$ cat src/rtl/regfile_read_stage.sv
// Register-file read stage: handshaked source-address request, same-edge write-back bypass,
// hardwired-zero register, and a one-entry output register that snoops write-back while held.
module regfile_read_stage #(
  parameter int unsigned ADDR_WIDTH = 5,
  parameter int unsigned DATA_WIDTH = 32,
  parameter bit          ZERO_REG   = 1'b1
) (
  input  logic                  clk_i,
  input  logic                  rst_ni,
  input  logic                  in_valid_i,
  output logic                  in_ready_o,
  input  logic [ADDR_WIDTH-1:0] in_rs1_i,
  input  logic [ADDR_WIDTH-1:0] in_rs2_i,
  output logic [ADDR_WIDTH-1:0] rf_raddr1_o,
  output logic [ADDR_WIDTH-1:0] rf_raddr2_o,
  input  logic [DATA_WIDTH-1:0] rf_rdata1_i,
  input  logic [DATA_WIDTH-1:0] rf_rdata2_i,
  input  logic                  wb_wen_i,
  input  logic [ADDR_WIDTH-1:0] wb_waddr_i,
  input  logic [DATA_WIDTH-1:0] wb_wdata_i,
  output logic                  out_valid_o,
  input  logic                  out_ready_i,
  output logic [ADDR_WIDTH-1:0] out_rs1_o,
  output logic [ADDR_WIDTH-1:0] out_rs2_o,
  output logic [DATA_WIDTH-1:0] out_src1_o,
  output logic [DATA_WIDTH-1:0] out_src2_o
);

  // state | meaning
  // EMPTY | no operands held, out_valid low
  // FULL  | operand pair held for execute, out_valid high
  typedef enum logic {EMPTY = 1'b0, FULL = 1'b1} state_e;

  state_e                  state_q, state_d;
  logic [ADDR_WIDTH-1:0]   rs1_q, rs1_d, rs2_q, rs2_d;
  logic [DATA_WIDTH-1:0]   src1_q, src1_d, src2_q, src2_d;
  logic                    accept;

  function automatic logic is_zero(input logic [ADDR_WIDTH-1:0] addr);
    return ZERO_REG && (addr == '0);
  endfunction

  // The register file commits on the same edge we capture, so its read data is one write behind.
  function automatic logic [DATA_WIDTH-1:0] resolve(
    input logic [ADDR_WIDTH-1:0] addr,
    input logic [DATA_WIDTH-1:0] rdata,
    input logic                  wen,
    input logic [ADDR_WIDTH-1:0] waddr,
    input logic [DATA_WIDTH-1:0] wdata
  );
    if (is_zero(addr))                return '0;
    else if (wen && (waddr == addr))  return wdata;
    else                              return rdata;
  endfunction

  assign in_ready_o  = (state_q == EMPTY) || out_ready_i;
  assign accept      = in_valid_i && in_ready_o;
  assign rf_raddr1_o = in_rs1_i;
  assign rf_raddr2_o = in_rs2_i;

  always_comb begin
    state_d = state_q;
    rs1_d   = rs1_q;
    rs2_d   = rs2_q;
    src1_d  = src1_q;
    src2_d  = src2_q;

    case (state_q)
      EMPTY:   if (accept) state_d = FULL;
      FULL:    if (!accept && out_ready_i) state_d = EMPTY;
      default: state_d = EMPTY;
    endcase

    if (accept) begin
      rs1_d  = in_rs1_i;
      rs2_d  = in_rs2_i;
      src1_d = resolve(in_rs1_i, rf_rdata1_i, wb_wen_i, wb_waddr_i, wb_wdata_i);
      src2_d = resolve(in_rs2_i, rf_rdata2_i, wb_wen_i, wb_waddr_i, wb_wdata_i);
    end else if (state_q == FULL) begin
      // Snoop keeps a held operand current; on a drain cycle the update is simply discarded.
      if (wb_wen_i && (wb_waddr_i == rs1_q) && !is_zero(rs1_q)) src1_d = wb_wdata_i;
      if (wb_wen_i && (wb_waddr_i == rs2_q) && !is_zero(rs2_q)) src2_d = wb_wdata_i;
    end
  end

  always_ff @(posedge clk_i or negedge rst_ni) begin
    if (!rst_ni) begin
      state_q <= EMPTY;
      rs1_q   <= '0;
      rs2_q   <= '0;
      src1_q  <= '0;
      src2_q  <= '0;
    end else begin
      state_q <= state_d;
      rs1_q   <= rs1_d;
      rs2_q   <= rs2_d;
      src1_q  <= src1_d;
      src2_q  <= src2_d;
    end
  end

  assign out_valid_o = (state_q == FULL);
  assign out_rs1_o   = rs1_q;
  assign out_rs2_o   = rs2_q;
  assign out_src1_o  = src1_q;
  assign out_src2_o  = src2_q;

endmodule

$ cat config.mk
export PLATFORM = sky130hd
export DESIGN_NAME = regfile_read_stage
export DESIGN_NICKNAME = d
export VERILOG_FILES = /design/src/rtl/regfile_read_stage.sv
export SDC_FILE = /design/constraint.sdc
export NUM_CORES = 1
export LEC_CHECK = 0
export CORE_ASPECT_RATIO = 0.75
export CORE_MARGIN = 4
export CORE_UTILIZATION = 45
export CTS_CLUSTER_SIZE = 40
export DETAILED_ROUTE_END_ITERATION = 8
export GPL_TIMING_DRIVEN = 0
export PLACE_DENSITY = 0.77
export SLEW_MARGIN = 40
export SYNTH_ARGS = -nofsm -noshare
export SYNTH_HDL_FRONTEND = slang
export SYNTH_SLANG_ARGS = --single-unit
export TNS_END_PERCENT = 100
$ cat constraint.sdc
create_clock -name clk_i -period 4.4 [get_ports clk_i]
set_clock_uncertainty 0.1 [all_clocks]
set_input_delay 0.88 -clock clk_i [delete_from_list [all_inputs] [get_ports clk_i]]
set_output_delay 0.88 -clock clk_i [all_outputs]
set_load 0.05 [all_outputs]
Figure 1. Signal wires on met4 (run 1).
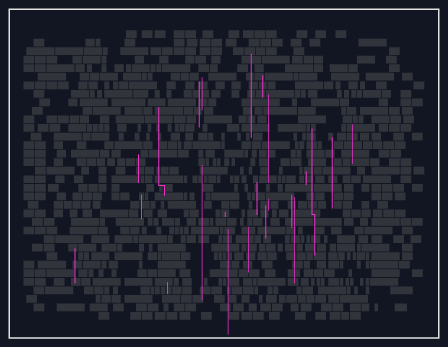
main direction = vertical
share of all routed wire = 1.6%

Figure 2. Clock wires, drivers and flops (run 1).
Bar = 50 µm.
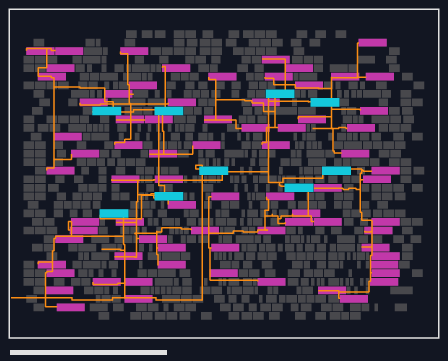
magenta -> flip-flops  # count 75
cyan -> cells driving clock nets  # count 9
orange -> clock wires  # length 1150 µm
routed clock nets = 10
flops lie = widely spread
worst-skew pair later-pin latency: 0.34 ns
clock network fraction of design power: 0.268

Figure 3. Clock routing (run 1).
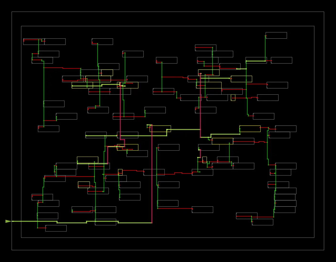
Clk. pwr: 832 µW
# clock sinks: 75
sequential cell count: 75
Clock Buffer Count: 11
total CTS buffers: 9

==> impl_metrics.py, run 1 <==
# Generated from Yosys and OpenROAD reports
metrics = {
    "run_status": {
        "result_of_the_run": "finished clean",
    },
    "synthesis": {
        "post_synthesis_instance_area_um2": 5550,
        "post-synth-top-area-cell": "sky130_fd_sc_hd__dfrtp_1",
        "synth-adder-area-share": 0,
        "synth.comb.largest_family": "AND-OR/OR-AND gates",
        "mux_share": 0,
        "yosys.area.top_type_share": 0.338,
        "yosys-stat-cells": 571,
        "synth-edff-count": 0,
        "synth_xor_xnor_area_share": 0.0297,
        "synthFlopType": "sky130_fd_sc_hd__dfrtp_1",
        "ys_sh_simple": 0.120,
        "synth_flop_count": 75,
        "postSynthAreaPerCell_um2": 9.73,
        "ys_chip_area_um2": 5550,
        "synth.net_count": 687,
        "synthMostInstantiatedCell": "sky130_fd_sc_hd__dfrtp_1",
        "yosys_warns": 0,
        "async_reset_ff_frac": 1.00,
    },
    "clock_network": {
        "clk_pin_slew_ns": 0.06,
        "holdBufCountCts": 0,
        "ctsHtreeMaxLevel": 3,
        "clock_tree.root_cell": "sky130_fd_sc_hd__clkbuf_16",
    },
    "power_and_ir_drop": {
        "switching_power_uw": 1280,
        "p_comb_uw": 1380,
        "power-top-group": "combinational cells",
        "seq_group_uw": 886,
        "leakage_uw": 0.00295,
        "design_power_total_uw": 3100,
        "p_seq_frac": 0.286,
        "share_comb_of_total_power": 0.446,
        "intPower_uw": 1820,
    },
    "drt": {
        "route.detailed.drc": 0,
        "drt-met1-wl_mm": 9.55,
        "finalWirelength_mm": 23.7,
        "met3_wirelength_mm": 3.05,
        "detail_route.first_pass.iterations": 8,
        "wl_met2_mm": 10.7,
        "routed_wire_length_per_instance_um": 25.0,
        "antenna_violating_nets_post_route": 0,
    },
    "final_layout": {
        "n_all_inverters": 0,
        "final_cells": 946,
        "seq-cell-share": 0.233,
        "signal_buffer_area_fraction": 0.306,
        "num_antenna_cells": 0,
        "most_common_logic_cells_in_the_final_layout": "195 x sky130_fd_sc_hd__clkdlybuf4s50_1, 75 x sky130_fd_sc_hd__dfrtp_1, 64 x sky130_fd_sc_hd__a221oi_1, 64 x sky130_fd_sc_hd__o311ai_0, 54 x sky130_fd_sc_hd__clkbuf_1",
        "mostFrequentLayoutCell": "sky130_fd_sc_hd__clkdlybuf4s50_1",
        "synthToLayoutAreaGrowth_pct": 45.3,
        "multiInputCombCellCount": 397,
        "clk_share": 0.0406,
        "register_area_um2": 1880,
        "layout.cell_area.non_filler_um2": 8070,
        "layout.area.comb_um2": 3190,
        "layout-drive-gt1-share": 0.125,
        "dominant-cell-class": "combinational gates",
        "n_all_buffers": 296,
        "comb-cell-share": 0.396,
    },
    "sta": {
        "fmax_mhz": 294,
        "finalSetupViolCount": 0,
        "grt_setup_unrepaired": "no",
        "timing.final.max_slew_violations": 0,
        "finalSetupTns_ns": 0,
        "worst_pin_slew_ns": 0.639,
        "hold_viol_final": 0,
        "timing.final.ws_setup_ns": 0.999,
        "hold_slack_ns": 0.337,
        "timing.max_slew.rel_slack": 0.574,
    },
    "die": {
        "die_x_um": 136,
        "floorplanUtilization": 0.470,
        "die_y_size_um": 104,
        "floorplan.tapcells": 162,
        "pin_count": 202,
        "floorplan.rows": 34,
        "design.core.area_um2": 11800,
    },
    "global_routing": {
        "grtUsageMet3": 0.0841,
        "grt_pass1_vias": 6671,
        "gr-usage-met2": 0.492,
        "met1_usage": 0.461,
        "grt_start_max_net_pins": 39,
        "grtUsageTotal": 0.323,
        "grt-ovfl-total": 0,
        "number_of_antenna_violations_at_the_first_check_in_global_routing": 0,
    },
    "critical_path": {
        "crit_path_start_kind": "input pin",
        "worstPathBufferInverterCount": 2,
        "critical_path.reg2reg.startpoint": "out_valid_o$_DFF_PN0_",
        "worst_path_fanout_max": 6,
        "worstReg2RegEnd": "out_src1_o[27]$_DFFE_PN0P_",
        "cpLargestDelayFamily": "buffers and inverters",
        "critical_path.max_stage_delay_ns": 0.86,
        "critPathSlowestCell": "sky130_fd_sc_hd__clkdlybuf4s50_1",
        "timing.critical_path.required_ns": 3.42,
        "critical_path_class": "input pin to primary output",
        "cpMostUsedCell": "sky130_fd_sc_hd__clkdlybuf4s50_1",
        "cp.arrival_ns": 2.42,
        "critical_path.cell_chain": "clkdlybuf4s50_1, nand2b_1, clkdlybuf4s50_1",
        "cp-end-kind": "primary output",
    },
    "place": {
        "place.detailed.hpwl_mm": 16.9,
        "placement.setup.worst_slack_ns": 1.01,
        "place_congestion": 0.912,
        "post_dp_cell_area_um2": 7740,
        "dpl.cell_count": 930,
        "buffer_ports.inserted": 196,
    },
    "run": {
        "drv.max_cap_violation_count": 0,
        "log.warning_count": 26,
    },
    "min_path": {
        "hp-class": "input pin to asynchronous set/reset pin",
    },
}
## run 1: worst max path at each step
stage,depth (start not counted),startpoint,end
2_1_floorplan,7,out_ready_i,out_src1_o[11]$_DFFE_PN0P_
3_3_place_gp,1,rst_ni,out_src2_o[24]$_DFFE_PN0P_
3_5_place_dp,3,out_ready_i,in_ready_o
4_1_cts,3,in_rs1_i[4],rf_raddr1_o[4]
5_1_grt,3,out_ready_i,in_ready_o
6_report,3,out_ready_i,in_ready_o
## run 1: flip-flops by register name, summed over array words and instances, names as in the netlist
| signal | cells |
|---|---|
| out_src1_o | 32 |
| out_src2_o | 32 |
| out_rs1_o | 5 |
| out_rs2_o | 5 |
| out_valid_o | 1 |
==> run 2, diff against run 1 <==
- clock period: 4.4 -> 3.3 ns (I/O delays scaled with it)
Figure 4. Signal wires on met4 (run 2).
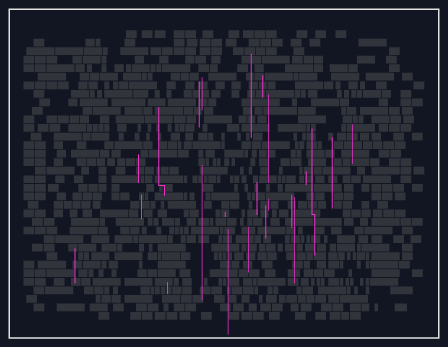
nets with wire on the layer = 20
share of all routed wire = 1.6%
WL final: 23.7 mm
routed via count: 6710

==> run 2 against run 1 <==
  * Via count did not move
  * Critical path depth did not move
  * Setup slack got worse by 0.66 ns
  * Final cell count did not move
  * Sequential share of layout area did not move
  * Non-clock buffer count did not move
  * Routed wire length did not move
  * Total power rose by 33%
  * Synthesized cell count did not move
  * Register-to-register slack got worse by 1.1 ns
  * Clock power rose by 33%
  * Critical path type unchanged
  * Critical endpoint unchanged
  * Highest routed layer unchanged
==> impl_metrics.py, run 2 <==
# Generated from Yosys and OpenROAD reports
metrics = {
    "run_status": {
        "result_of_the_run": "finished clean",
    },
    "die": {
        "die_y_size_um": 104,
        "floorplan.rows": 34,
        "floorplanUtilization": 0.470,
        "design.core.area_um2": 11800,
        "pin_count": 202,
        "die_x_um": 136,
        "die_area_um2": 14200,
    },
    "synthesis": {
        "post-synth-top-area-cell": "sky130_fd_sc_hd__dfrtp_1",
        "area_contributors_post_synth": "sky130_fd_sc_hd__dfrtp_1 34%, sky130_fd_sc_hd__a221oi_1 10%, sky130_fd_sc_hd__o311ai_0 10%",
        "synth.net_count": 687,
        "synth.comb.largest_family": "AND-OR/OR-AND gates",
        "synthFlopType": "sky130_fd_sc_hd__dfrtp_1",
        "ys_chip_area_um2": 5550,
        "synth_xor_xnor_area_share": 0.0297,
        "yosys-stat-cells": 571,
        "async_reset_ff_frac": 1.00,
        "synth-adder-area-share": 0,
        "synthAoiAreaFrac": 0.425,
        "yosys_warns": 0,
        "synthMostInstantiatedCell": "sky130_fd_sc_hd__dfrtp_1",
        "netlist-cell-type-count": 32,
        "common_cells": "75 x sky130_fd_sc_hd__dfrtp_1, 64 x sky130_fd_sc_hd__a221oi_1, 64 x sky130_fd_sc_hd__o311ai_0, 54 x sky130_fd_sc_hd__clkbuf_1",
        "mux_share": 0,
        "postSynthAreaPerCell_um2": 9.73,
        "synth-edff-count": 0,
        "yosys.area.top_type_share": 0.338,
        "synth-seq-area-share": 0.338,
        "ys_sh_simple": 0.120,
        "post_synthesis_instance_area_um2": 5550,
        "netlist_instances": 571,
        "synth_flop_count": 75,
    },
    "clock_network": {
        "ctsHtreeMaxLevel": 3,
        "cts_resized": 0,
        "postCtsSetupBuffers": 0,
        "clock_tree.root_cell": "sky130_fd_sc_hd__clkbuf_16",
        "clk_pin_slew_ns": 0.06,
        "clkLatencyLatePin_ns": 0.34,
        "holdBufCountCts": 0,
        "tritoncts.num_buffers": 9,
        "max-clock-path-buffers": 2,
        "tritoncts": "yes",
        "numClockSinks": 75,
    },
    "global_routing": {
        "grt_pass1_vias": 6671,
        "grt-ovfl-total": 0,
        "number_of_antenna_violations_at_the_first_check_in_global_routing": 0,
        "grt_pass1_wl_mm": 36.9,
        "grtUsageTotal": 0.323,
        "grt_start_max_net_pins": 39,
    },
    "min_path": {
        "hp-class": "input pin to asynchronous set/reset pin",
    },
    "drt": {
        "detail_route.first_pass.iterations": 8,
        "routed_wire_length_per_instance_um": 25.0,
        "detailedRoute.firstIterationViolations": 920,
        "vias_per_cell": 7.09,
        "antenna_violating_nets_post_route": 0,
        "route.detailed.drc": 0,
    },
    "sta": {
        "grt_setup_unrepaired": "no",
        "timing.max_slew.rel_slack": 0.574,
        "worst_pin_slew_ns": 0.639,
        "finalSetupViolCount": 0,
        "hold_slack_ns": 0.117,
        "hold_viol_final": 0,
        "finalSetupTns_ns": 0,
        "layout_worst_path_cycle_share": 0.897,
        "fmax_mhz": 338,
        "period_needed_ns": 2.96,
        "timing.final.max_slew_violations": 0,
        "timing.final.ws_setup_ns": 0.339,
    },
    "place": {
        "dpl.cell_count": 930,
        "place.detailed.hpwl_mm": 16.9,
        "place_congestion": 0.912,
        "post_dp_cell_area_um2": 7740,
        "placement.setup.worst_slack_ns": 0.271,
        "buffer_ports.inserted": 196,
    },
    "critical_path": {
        "critical_path_class": "input pin to primary output",
        "worstReg2RegEnd": "out_src1_o[27]$_DFFE_PN0P_",
        "crit_path_start_kind": "input pin",
        "worst-r2r-setup-slack_ns": 0.90,
        "cp.arrival_ns": 2.20,
        "worst_r2r_path_depth": 7,
        "cpLargestDelayFamily": "buffers and inverters",
        "critical_path.cell_chain": "clkdlybuf4s50_1, nand2b_1, clkdlybuf4s50_1",
        "critical_path.endpoint": "in_ready_o",
        "worstPathBufferInverterCount": 2,
        "worst_setup_path_startpoint": "out_ready_i",
        "critPathSlowestCell": "sky130_fd_sc_hd__clkdlybuf4s50_1",
        "timing.critical_path.depth": 3,
        "critical_path.reg2reg.startpoint": "out_valid_o$_DFF_PN0_",
        "cpMostUsedCell": "sky130_fd_sc_hd__clkdlybuf4s50_1",
        "worst_path_fanout_max": 6,
        "critical_path.max_stage_delay_ns": 0.86,
        "timing.critical_path.required_ns": 2.54,
        "cp-end-kind": "primary output",
    },
    "final_layout": {
        "nets": 895,
        "most_common_logic_cells_in_the_final_layout": "195 x sky130_fd_sc_hd__clkdlybuf4s50_1, 75 x sky130_fd_sc_hd__dfrtp_1, 64 x sky130_fd_sc_hd__a221oi_1, 64 x sky130_fd_sc_hd__o311ai_0, 54 x sky130_fd_sc_hd__clkbuf_1",
        "mostFrequentLayoutCell": "sky130_fd_sc_hd__clkdlybuf4s50_1",
        "final_cells": 946,
        "fin_util": 0.682,
        "layout.cell_area.non_filler_um2": 8070,
        "num_antenna_cells": 0,
        "fill_cells": 954,
        "layout-drive-gt1-share": 0.125,
        "synthToLayoutAreaGrowth_pct": 45.3,
    },
    "run": {
        "drv.max_cap_violation_count": 0,
        "log.warning_count": 26,
    },
    "power_and_ir_drop": {
        "ir_drop_mv": 0.361,
        "design_power_total_uw": 4140,
        "leakage_uw": 0.00295,
        "power.density_nw_per_um2": 513,
    },
}
-- run 2: metal layers --
layer	vias to the layer above	global-route usage	routed length, µm
met1	3254	0.461	9550
met2	581	0.492	10700
met4	0	0.0734	378
li1	2824	-	-
met5	-	0	0
met3	51	0.0841	3050
-- run 2: cell type report --
| type | instances | area (µm²) | area share |
|---|---|---|---|
| multi-input cells | 397 | 3190 | 0.396 |
| repair buffers | 197 | 1980 | 0.246 |
| flip-flops and latches | 75 | 1880 | 0.233 |
| plain buffers | 99 | 483 | 0.0599 |
| clock buffers | 11 | 253 | 0.0313 |
| well taps | 162 | 203 | 0.0251 |
| clock inverters | 5 | 75.1 | 0.00931 |
-- run 2: power by group --
part,internal (µW),total [µW],switching [µW]
clock,700,1110,409
sequential,1070,1180,111
combinational,655,1840,1190
==> run 3, diff against run 2 <==
- SETUP_SLACK_MARGIN: unset -> 0.5
- clock period: 3.3 -> 2.9 ns (I/O delays scaled with it)
Figure 5. Clock wires, drivers and flops (run 3).
Bar = 50 µm.
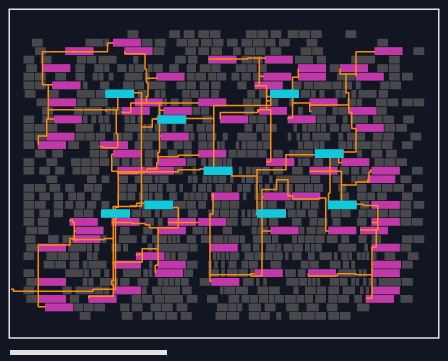
cyan -> cells driving clock nets  # count 9
orange -> clock wires  # length 1140 µm
magenta -> flip-flops  # count 75
routed clock nets = 10
flops lie = widely spread

==> run 3 against run 2 <==
  * Sequential share of layout area shrank 0.26 points
  * Via count grew 1.9%
  * Clock power grew about 10%
  * Routed wire length grew 1.1%
  * Sequential power grew about 10%
  * Critical path type unchanged
  * Critical endpoint unchanged
  * Largest cell class unchanged
  * Highest routed layer unchanged
==> impl_metrics.py, run 3 <==
# Generated from Yosys and OpenROAD reports
metrics = {
    "sta": {
        "finalSetupTns_ns": 0,
        "grt_setup_unrepaired": "yes",
        "timing.final.max_slew_violations": 0,
        "finalSetupViolCount": 0,
        "worst_pin_slew_ns": 0.619,
        "period_needed_ns": 2.42,
        "timing.max_slew.rel_slack": 0.587,
    },
    "run_status": {
        "result_of_the_run": "finished clean",
    },
    "place": {
        "buffer_ports.inserted": 196,
        "post_dp_cell_area_um2": 7740,
        "place_congestion": 0.915,
    },
    "global_routing": {
        "grt_pass1_wl_mm": 36.5,
        "gr-usage-met2": 0.476,
        "grt-ovfl-total": 0,
        "grtUsageTotal": 0.321,
        "grt_pass1_vias": 6547,
        "met1_usage": 0.453,
        "number_of_antenna_violations_at_the_first_check_in_global_routing": 0,
    },
    "die": {
        "design.core.area_um2": 11800,
        "floorplan.rows": 34,
        "floorplan.tapcells": 162,
        "die_area_um2": 14200,
        "die_x_um": 136,
    },
    "final_layout": {
        "register_area_um2": 1880,
        "sequential_cell_total": 75,
        "seq-cell-share": 0.230,
        "nets": 900,
        "final_cells": 950,
        "layout.area.comb_um2": 3200,
        "dominant-cell-class": "combinational gates",
        "mostFrequentLayoutCell": "sky130_fd_sc_hd__clkdlybuf4s50_1",
        "layout.cell_area.non_filler_um2": 8160,
        "n_all_inverters": 0,
    },
    "critical_path": {
        "cp-end-kind": "primary output",
        "worst_r2r_path_depth": 5,
        "worst-r2r-setup-slack_ns": 0.62,
        "timing.critical_path.depth": 3,
        "worst_path_fanout_max": 6,
        "critical_path.max_stage_delay_ns": 0.54,
        "worst_setup_path_startpoint": "out_ready_i",
        "critical_path.endpoint": "in_ready_o",
        "critical_path_class": "input pin to primary output",
    },
    "power_and_ir_drop": {
        "p_comb_uw": 2120,
        "design_power_total_uw": 4700,
        "clk_pwr_uw": 1230,
        "share_comb_of_total_power": 0.450,
        "leakage_uw": 0.00303,
    },
    "drt": {
        "drt-met1-wl_mm": 9.35,
        "routed-via-count": 6837,
        "route.detailed.drc": 0,
        "detailedRoute.firstIterationViolations": 1001,
        "met3_wirelength_mm": 3.18,
        "wl_met2_mm": 10.7,
        "antenna_violating_nets_post_route": 0,
        "vias_per_cell": 7.20,
    },
    "synthesis": {
        "area_contributors_post_synth": "sky130_fd_sc_hd__dfrtp_1 34%, sky130_fd_sc_hd__a221oi_1 10%, sky130_fd_sc_hd__o311ai_0 10%",
        "yosys_warns": 0,
        "synth-edff-count": 0,
        "yosys-stat-cells": 571,
        "synth.net_count": 687,
        "synth-seq-area-share": 0.338,
        "async_reset_ff_frac": 1.00,
        "synth_flop_count": 75,
        "post_synthesis_instance_area_um2": 5550,
        "post-synth-top-area-cell": "sky130_fd_sc_hd__dfrtp_1",
    },
    "clock_network": {
        "ctsHtreeMaxLevel": 3,
        "clk_pin_slew_ns": 0.06,
        "numClockSinks": 75,
        "tritoncts.num_buffers": 9,
        "clkLatencyLatePin_ns": 0.34,
        "max-clock-path-buffers": 2,
    },
    "run": {
        "log.warning_count": 28,
    },
    "min_path": {
        "hp-class": "input pin to asynchronous set/reset pin",
    },
}
[run 3: cell count changes in the layout (fill, tap and decap cells not counted), sizes merged, moves of 2 or more]
cell	before	now
clkbuf	72	79
buf	40	38
clkdlybuf4s50	195	184
clkdlybuf4s15	0	9
[run 3: cells by family (layout without fill, tap and decap cells)]
group                     Yosys count  in the layout  share of synthesized area
AOI/OAI and AO/OA                 260            260                      0.425
xor gates and xnor gates           18             18                     0.0297
and+or+nand+nor                   119            119                      0.120
DFF                                75             75                      0.338
buffers and inverters              99            316                     0.0870
[run 3: what timing repair did]
item | in CTS | in global routing
endpoints found under the hold margin | 0 | 0
pin swaps | 0 | 2
resized | 42 | 34
setup endpoints to repair | 71 | 66
buffers inserted | 0 | 5
No activity file was given, so power comes from the tool's default toggle rates.
